==> images/sizing.png <==
Bar = 50 um.
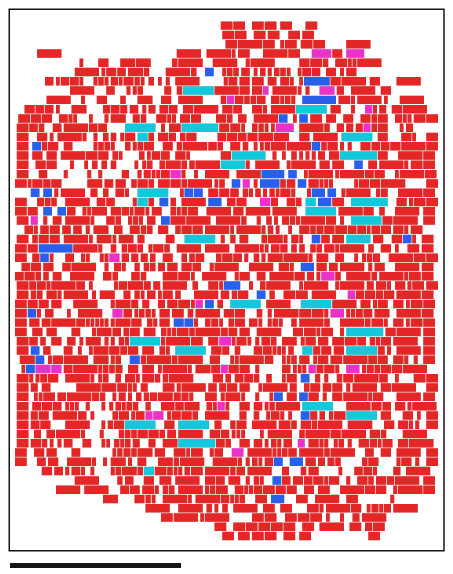
==> images/clock_nets.png <==
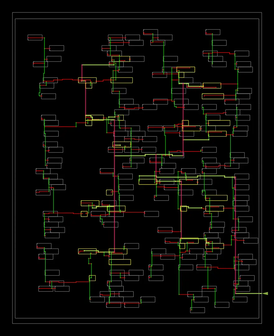
### src/rtl/div_seq.sv
// div_seq: multi-cycle restoring divider, one quotient bit per clock (LO=quotient, HI=remainder).
// Optional macro DIV_UNSIGNED_EN adds the is_unsigned input for unsigned division. Rev 1.0
`default_nettype none

module div_seq #(
  parameter int WIDTH = 32
) (
  input  logic             clock,
  input  logic             clear,
  input  logic             start,
`ifdef DIV_UNSIGNED_EN
  input  logic             is_unsigned,
`endif
  input  logic [WIDTH-1:0] dividend,
  input  logic [WIDTH-1:0] divisor,
  output logic             busy,
  output logic             done,
  output logic [WIDTH-1:0] quotient,
  output logic [WIDTH-1:0] remainder,
  output logic             div_by_zero
);

  localparam int CNT_W = $clog2(WIDTH) + 1;

  typedef enum logic [1:0] {
    S_IDLE = 2'd0,
    S_CALC = 2'd1,
    S_FIX  = 2'd2,
    S_DONE = 2'd3
  } state_t;

  state_t             state_q, state_d;
  logic [WIDTH-1:0]   rem_q, rem_d;
  logic [WIDTH-1:0]   q_q, q_d;
  logic [WIDTH-1:0]   dvsr_q, dvsr_d;
  logic [CNT_W-1:0]   cnt_q, cnt_d;
  logic               qneg_q, qneg_d;
  logic               rneg_q, rneg_d;
  logic [WIDTH-1:0]   quotient_q, quotient_d;
  logic [WIDTH-1:0]   remainder_q, remainder_d;
  logic               dbz_q, dbz_d;

  logic               w_uns;
  logic               w_dd_neg;
  logic               w_dv_neg;
  logic [WIDTH:0]     w_shift;
  logic [WIDTH:0]     w_trial;
  logic               w_ge;

`ifdef DIV_UNSIGNED_EN
  assign w_uns = is_unsigned;
`else
  assign w_uns = 1'b0;
`endif

  assign w_dd_neg = ~w_uns & dividend[WIDTH-1];
  assign w_dv_neg = ~w_uns & divisor[WIDTH-1];

  // Partial remainder needs WIDTH+1 bits: with unsigned operands it can exceed 2^WIDTH-1 after the shift.
  assign w_shift = {rem_q, q_q[WIDTH-1]};
  assign w_trial = w_shift - {1'b0, dvsr_q};
  assign w_ge    = (w_shift >= {1'b0, dvsr_q});

  assign busy        = (state_q == S_CALC) || (state_q == S_FIX);
  assign done        = (state_q == S_DONE);
  assign quotient    = quotient_q;
  assign remainder   = remainder_q;
  assign div_by_zero = dbz_q;

  always_comb begin
    state_d     = state_q;
    rem_d       = rem_q;
    q_d         = q_q;
    dvsr_d      = dvsr_q;
    cnt_d       = cnt_q;
    qneg_d      = qneg_q;
    rneg_d      = rneg_q;
    quotient_d  = quotient_q;
    remainder_d = remainder_q;
    dbz_d       = dbz_q;
    case (state_q)
      S_IDLE: begin
        if (start) begin
          if (divisor == '0) begin
            quotient_d  = '1;
            remainder_d = dividend;
            dbz_d       = 1'b1;
            state_d     = S_DONE;
          end else begin
            dvsr_d  = w_dv_neg ? -divisor : divisor;
            q_d     = w_dd_neg ? -dividend : dividend;
            rem_d   = '0;
            cnt_d   = CNT_W'(WIDTH);
            qneg_d  = w_dd_neg ^ w_dv_neg;
            rneg_d  = w_dd_neg;
            dbz_d   = 1'b0;
            state_d = S_CALC;
          end
        end
      end
      S_CALC: begin
        rem_d = w_ge ? w_trial[WIDTH-1:0] : w_shift[WIDTH-1:0];
        q_d   = {q_q[WIDTH-2:0], w_ge};
        cnt_d = cnt_q - 1'b1;
        if (cnt_q == CNT_W'(1)) begin
          state_d = S_FIX;
        end
      end
      S_FIX: begin
        quotient_d  = qneg_q ? -q_q : q_q;
        remainder_d = rneg_q ? -rem_q : rem_q;
        state_d     = S_DONE;
      end
      default: begin
        state_d = S_IDLE;
      end
    endcase
  end

  always_ff @(posedge clock) begin
    if (clear) begin
      state_q     <= S_IDLE;
      rem_q       <= '0;
      q_q         <= '0;
      dvsr_q      <= '0;
      cnt_q       <= '0;
      qneg_q      <= 1'b0;
      rneg_q      <= 1'b0;
      quotient_q  <= '0;
      remainder_q <= '0;
      dbz_q       <= 1'b0;
    end else begin
      state_q     <= state_d;
      rem_q       <= rem_d;
      q_q         <= q_d;
      dvsr_q      <= dvsr_d;
      cnt_q       <= cnt_d;
      qneg_q      <= qneg_d;
      rneg_q      <= rneg_d;
      quotient_q  <= quotient_d;
      remainder_q <= remainder_d;
      dbz_q       <= dbz_d;
    end
  end

endmodule

`default_nettype wire

### config.mk
export PLATFORM = sky130hd
export DESIGN_NAME = div_seq
export DESIGN_NICKNAME = d
export VERILOG_FILES = /design/src/rtl/div_seq.sv
export SDC_FILE = /design/constraint.sdc
export NUM_CORES = 1
export LEC_CHECK = 0
export CAP_MARGIN = 10
export CORE_ASPECT_RATIO = 1.25
export CORE_UTILIZATION = 57
export DETAILED_ROUTE_END_ITERATION = 7
export MAX_ROUTING_LAYER = met4
export PLACE_DENSITY = 0.85
export RECOVER_POWER = 25
export SLEW_MARGIN = 20
export SYNTH_ARGS = -nofsm -noshare
export SYNTH_HDL_FRONTEND = slang
export SYNTH_SLANG_ARGS = --single-unit
### constraint.sdc
create_clock -name clock -period 4.5 [get_ports clock]
set_input_delay 1.35 -clock clock [delete_from_list [all_inputs] [get_ports clock]]
set_output_delay 1.35 -clock clock [all_outputs]
set_load 0.01 [all_outputs]
==> flow_metrics.tcl <==
# metrics dict for downstream scripts
set metrics [dict create \
    outcome "finished, violations left" \
    violations "max-capacitance violations, max-slew violations" \
    dp_cells 1707 \
    critical-path-max-stage-delay_ns 0.61 \
    clockBufferDepth 2 \
    finish.utilization 0.707 \
    netlist_area_um2 11100 \
    crit_slowest_cell "or4_1" \
    netlist_instances 1409 \
    seq_area_um2 3420 \
    worst_pin_slew_ns 1.97 \
    holdPathEnd "remainder[1]" \
    pg_seq_mw 2.04 \
    grt_pass1_vias 10241 \
    p_comb_mw 2.71 \
    port_buffers 133 \
    clkCellAreaFrac 0.0493 \
    ff_type "dfxtp_1" \
    overflow 0 \
    nFillCells 1548 \
    final_antenna_net_count 0 \
    wirelength_um 30000 \
    p_comb_frac 0.423 \
    p_leak_nw 5.26 \
    p_sw_frac 0.397 \
    hpwl_um 22400 \
    clk_latency_ns 0.44 \
    seq_share 0.256 \
    nWellTaps 232 \
    aoi_share 0.269 \
    fin_area_um2 13400 \
    simple_gate_share 0.185 \
    grt_max_degree 99 \
    yosys_cells 1409 \
    logic_area_um2 7160 \
    crit_required_ns 4.75 \
    yosysWarnings 0 \
    antenna_cells 0 \
    chipArea_um2 20100 \
    power-top-group "combinational logic" \
    p_int_mw 3.86 \
    io_pins 134 \
    seq_cell_count 171 \
    yosys.area.top_type_share 0.307 \
    yosys_area_um2 11100 \
    async_reset_ff_frac 0 \
    area_leaders "dfxtp_1 31%, xor2_1 7.2%, nor2_1 6.2%" \
    drc 0 \
    skew_ns 0.00796 \
    ys_seq_elements 171 \
    warnings 30 \
    ff2ff_setup_slack_ns 0.94 \
    relSlewSlack -0.315 \
    largest_class "combinational gates" \
    fin_tns_setup_ns 0 \
    die.size.y_um 158 \
    layout.nets 1605 \
    seqPwrFrac 0.319 \
    power.share.clock 0.258 \
    crit_chain "clkdlybuf4s50_1 -> or4_1 -> nor4b_1 -> nand4_1 -> or2_2 -> a21boi_4 -> buf_16 -> buf_4 -> a21oi_1 -> nor2_1" \
    setup.worst_path.start_class "input pin" \
    syn-num-nets 1519 \
    drtIter0Drc 951 \
    layoutNonFillerInstCount 1740 \
    whs_ns 0.450 \
    xor_area_frac 0.116 \
    fin_crit_ns 4.12 \
    antenna_found_initial 0 \
    lay_top_cells "184 x nor2_1, 171 x dfxtp_1, 106 x nand2_1" \
    rsz0062_at_grt "no" \
    layout_setup_ws_ns 0.384 \
    hold_start "remainder[1]" \
    htreeDepth 4 \
    fin_crit_sh 0.915 \
    top_cells_by_count "184 x nor2_1, 171 x dfxtp_1, 106 x nand2_1" \
    path_class "in2reg" \
    inv_count 57 \
    dr.pass1.iters 5 \
    via_per_inst 6.27 \
    max_freq_mhz 243 \
    top_logic_kind "AND-OR/OR-AND gates" \
    buf_share 0.122 \
    logic_gates 1081 \
    layout.cells.most_common "nor2_1" \
    wl_per_cell_um 17.3 \
    ctsHoldBuffers 0 \
    arrival_ns 4.36 \
    most_common_cell "nor2_1" \
    placeableCoreArea_um2 18900 \
    synth_area_leader_cell "dfxtp_1" \
    n_all_buffers 167 \
    dpl_cell_area_um2 12700 \
    finalMaxSlewViolations 99 \
    die_w_um 127 \
    ir_drop_mv 0.348 \
    syn_avg_cell_area_um2 7.90 \
    r2r_start "q_q[31]" \
    dr_total_vias 10917 \
    dp_slack_ns 0.0609 \
    power.density_nw_per_um2 479 \
    comb_share 0.535 \
    postSynthSeqShare 0.307 \
    fa_ha_area_frac 0.0490 \
    min_path_cells 2 \
    timing.rr.end "rem_q[24]" \
    mux_share 0.0207 \
    path_clk_slew_ns 0.07 \
    cts_setup_buffers 0 \
    r2r_cells 11 \
    cts_buffers 17 \
    p_sw_mw 2.54 \
    numClockSinks 171 \
    total_power_mw 6.41 \
    max_cap_violations 1 \
    fp-utilization 0.589 \
    cts_tree "yes" \
    cp-end-kind "flop" \
    root_buffer "clkbuf_16" \
    crit_fanout 23 \
    setup_violations 0 \
    drive_gt1_frac 0.0710 \
    grt_usage 0.310 \
    rows 56 \
    area_growth_pct 20.1 \
    cts_resized 0 \
    edf_count 0 \
    ys_types 71 \
    hold_viol 0 \
    gp_congestion 0.942 \
    holdCritPathClass "reg2reg" \
    grt_pass1_wl_um 48700 \
]
About sizing.png:
| colour | size | cells | share |
|---|---|---|---|
| cyan | x6 and larger | 30 | 2.0% |
| magenta | x2 | 29 | 1.9% |
| blue | x3 and x4 | 48 | 3.2% |
| red | x1 and smaller | 1401 | 93% |

About clock_nets.png:
clock group total power: 1.65 mW
# clk buffers: 17

-- metal layers --
metal	track usage	up-vias	share of wire
met5	-	-	0
met4	0.171	0	0.044
met3	0.0376	102	0.050
met2	0.553	414	0.51
met1	0.337	5069	0.40
li1	-	5332	-
-- critical path, delay by kind of cell --
family,cells,cell delay [ns]
buffers and inverters,3,0.85
AND-OR/OR-AND,2,0.39
AND/OR/NAND/NOR,5,1.77
-- worst max path at each step --
stage / from / end
after global placement: dividend[12] / q_q[25]
after detailed placement: dividend[12] / q_q[26]
after global routing: divisor[25] / remainder[5]
after floorplan: dividend[12] / q_q[26]
after CTS: dividend[12] / q_q[26]
final: divisor[25] / remainder[19]
Power figures rest on the tool's default switching activity, not on a simulated workload.
